### The metal 2 layer

Cells faint in the background.
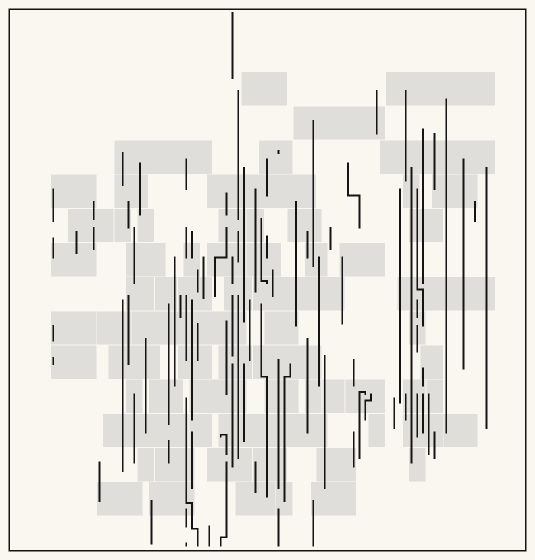
### Cell outlines without signal wires

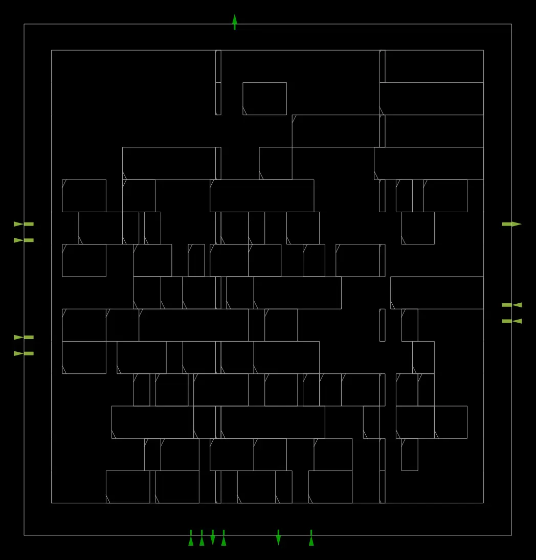
### I/O nets highlighted

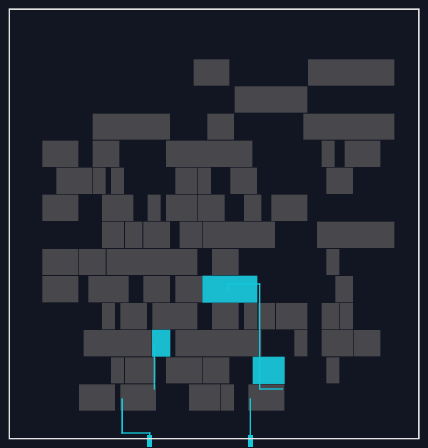
## src/rtl/scan_mux.sv

```systemverilog
// Registered N-to-1 channel mux with manual select, round-robin scan and hold.
// Outputs are fully registered; sel_change strobes on every channel switch.
module scan_mux #(
    parameter int CHANNELS = 4,
    parameter int WIDTH    = 1,
    parameter int DWELL    = 4,
    localparam int SEL_W   = $clog2(CHANNELS)
) (
    input  logic                      clk,
    input  logic                      rst,
    input  logic [CHANNELS*WIDTH-1:0] data_in,
    input  logic [SEL_W-1:0]          sel,
    input  logic                      mode,
    input  logic                      hold,
    output logic [WIDTH-1:0]          data_out,
    output logic [SEL_W-1:0]          cur_sel,
    output logic                      sel_change
);

    localparam int CNT_W = (DWELL > 1) ? $clog2(DWELL) : 1;
    localparam logic [SEL_W-1:0] LAST_SEL = SEL_W'(CHANNELS - 1);
    localparam logic [CNT_W-1:0] LAST_CNT = CNT_W'(DWELL - 1);

    typedef enum logic [1:0] {
        MANUAL = 2'd0,
        SCAN   = 2'd1,
        FROZEN = 2'd2
    } state_t;

    state_t            state_q;
    state_t            state_d;
    logic [CNT_W-1:0]  cnt_q;
    logic [CNT_W-1:0]  cnt_d;
    logic [SEL_W-1:0]  next_sel;
    logic [WIDTH-1:0]  data_d;

    always_comb begin
        state_d  = state_q;
        cnt_d    = cnt_q;
        next_sel = cur_sel;
        data_d   = data_out;

        if (hold) begin
            state_d = FROZEN;
        end else if (mode) begin
            state_d = SCAN;
        end else begin
            state_d = MANUAL;
        end

        unique case (state_d)
            MANUAL: begin
                cnt_d = '0;
                if (int'(sel) < CHANNELS) begin
                    next_sel = sel;
                end
            end
            SCAN: begin
                if (cnt_q == LAST_CNT) begin
                    cnt_d    = '0;
                    next_sel = (cur_sel == LAST_SEL) ? '0 : cur_sel + 1'b1;
                end else begin
                    cnt_d = cnt_q + 1'b1;
                end
            end
            FROZEN: begin
                cnt_d = cnt_q;
            end
            default: begin
                state_d = MANUAL;
                cnt_d   = '0;
            end
        endcase

        // Frozen output holds its last value rather than tracking data_in
        if (state_d != FROZEN) begin
            data_d = data_in[int'(next_sel)*WIDTH +: WIDTH];
        end
    end

    always_ff @(posedge clk) begin
        if (rst) begin
            state_q    <= MANUAL;
            cnt_q      <= '0;
            cur_sel    <= '0;
            data_out   <= '0;
            sel_change <= 1'b0;
        end else begin
            state_q    <= state_d;
            cnt_q      <= cnt_d;
            cur_sel    <= next_sel;
            data_out   <= data_d;
            sel_change <= (next_sel != cur_sel);
        end
    end

endmodule

```

## config.mk

```make
export PLATFORM = sky130hd
export DESIGN_NAME = scan_mux
export DESIGN_NICKNAME = d
export VERILOG_FILES = /design/src/rtl/scan_mux.sv
export SDC_FILE = /design/constraint.sdc
export NUM_CORES = 1
export LEC_CHECK = 0
export CORE_AREA = 2 2 39 41
export DETAILED_ROUTE_END_ITERATION = 8
export DIE_AREA = 0 0 41 43
export PLACE_DENSITY = 0.56
export SYNTH_ARGS = -nofsm -noshare
export SYNTH_HDL_FRONTEND = slang
export SYNTH_SLANG_ARGS = --single-unit
export TNS_END_PERCENT = 100
```

## constraint.sdc

```tcl
create_clock -name clk -period 1.5 [get_ports clk]
set_input_delay 0.15 -clock clk [delete_from_list [all_inputs] [get_ports clk]]
set_output_delay 0.15 -clock clk [all_outputs]
set_load 0.02 [all_outputs]
```

==> Slide: Implementation Results <==
Run Summary

Critical path
  – Critical path depth: 2
  – Startpoint of the worst setup timing path: cur_sel[1]
  – Max Fanout on Critical Path: 3
  – Crit-path slowest cell: clkdlybuf4s50_1
  – R2r endpoint: data_out
  – Endpoint of the most critical setup path: cur_sel[1]
  – Worst reg-to-reg path cell count: 6
  – Critical Path Start Type: flop
  – CP Buf/Inv Count: 2
  – Reg-to-Reg Start: cnt_q[0]
  – Cell family with the largest share of critical-path delay: buffers and inverters

Pwr
  – Largest vdd supply drop: around 0.42 mV
  – Overall power after layout: 481 uW

Timing
  – Hold_ws: 513 ps
  – Transition at the pin with the smallest max-transition slack: 333 ps
  – Max Clock Skew: approximately 2.6 ps
  – Accumulated negative setup slack: 0 ps
  – Setup WS post-layout: 36.7 ps
  – Highest achievable clock rate: 683 MHz
  – Final number of hold-violating endpoints: 0
  – Worst slew margin: 77.8%
  – Final setup viols: 0
  – Final count of pins violating max slew: 0

Synth
  – Dominant cells by area after synthesis: dfxtp_1 31%, nor2_1 8.7%, ha_1 6.5%, a21oi_1 5.2%, nor4b_1 4.5%
  – Area share of the leading cell type in the synthesized netlist: 31.1%
  – Flip-flops with a built-in enable: 0
  – Adder and majority gate portion of the synthesized area: 6.47%
  – Number of standard cells reported by yosys: 45
  – Leading register cell type out of synthesis: dfxtp_1
  – Share of synthesized area spent on multiplexers: 2.59%
  – Post-synthesis instance area: 387 um^2
  – AND/OR/NAND/NOR Cells, Area Fraction: about 28%
  – Yosys chip area: roughly 390 um^2
  – Async set-or-reset flop fraction in the synthesized netlist: 0%
  – Synth Instances: 45
  – Count of different cell masters after synthesis: 26
  – Syn_area_per_cell: 8.59 um^2

Global route
  – Met2 track utilization from global routing: 20.9%
  – Global Route met1 Usage: between 10 and 15%
  – Number of antenna violations at the first check in global routing: 0
  – Gr usage total: 13.1%
  – Vias in the first global route: 387
  – Total gr overflow: 0

Run status
  – Run status: completed

Clocking
  – PostCTS Resize Cnt: 2
  – Clk Tree Root Cell: clkbuf_4
  – Clk buf depth: 2
  – Setup bufs post-CTS: 0
  – Number of CTS-inserted buffers: 3

Detailed routing
  – WL/cell: 12.0 um
  – Iter 0 DRT Violations: 1
  – Met1 layer wirelength in the final routing: just under 400 um
  – Mean number of vias per cell: 4.96
  – Top layer in use: met4
  – DRC viols: 0
  – Met3 wire length: 66 um

Finish
  – Total number of nets in the final design: 81
  – Final instance area: 666 um^2

Die
  – Horizontal die size: ~41 um
  – Die footprint: 0.00176 mm^2
  – DIE HEIGHT: around 43 um

Place
  – Setup slack after placement: -138 ps
  – RD Place Congestion: 0.711
  – Cells after DPL: 80
  – Final HPWL DP: about 740 um

Hold path
  – HP Start: rst

Flow run
  – Tally of max-capacitance violations: 0
Notes on 'The metal 2 layer' above:
longest straight run: 26.5 um
nets with wire on the layer: 71
share of all routed wire: 53%
DR vias: 417
total routed wirelength: 1010 um

Notes on 'Cell outlines without signal wires' above:
final standard cell count with taps included and fillers excluded: 84
total number of tap cells: 16
total core area: 0.00138 mm^2

Notes on 'I/O nets highlighted' above:
[sel] cyan | direction: input | end cells: 3 | buffers: 2 | wire: 31.1 um
number of port buffers: 13
number of top-level pins: 14

-- worst reg2reg max path, cell delays in order, from the launching register on --
cell	delay (ps)
dfxtp_4	350
ha_4	180
nor4b_4	130
o21a_1	180
a221oi_2	240
o211ai_1	140
o311ai_1	100
-- area by class of cell --
type	instances	area [um^2]
Clock buffer	4	26.3
Fill cell	150	718
Inverter	2	7.51
Multi-Input combinational cell	36	298
Sequential cell	6	130
Tap cell	16	20.0
Timing Repair Buffer	20	184
-- power by group --
group	internal (mW)	switching [mW]	total (mW)
logic	0.0770	0.0618	0.139
registers	0.170	0.00833	0.178
clock network	0.101	0.0633	0.164
-- flip-flops by register name, indices dropped and copies added (netlist names) --
signal	count
cnt_q	2
sel_change	1
cur_sel	2
data_out	1
Power figures rest on the tool's default switching activity, not on a simulated workload.
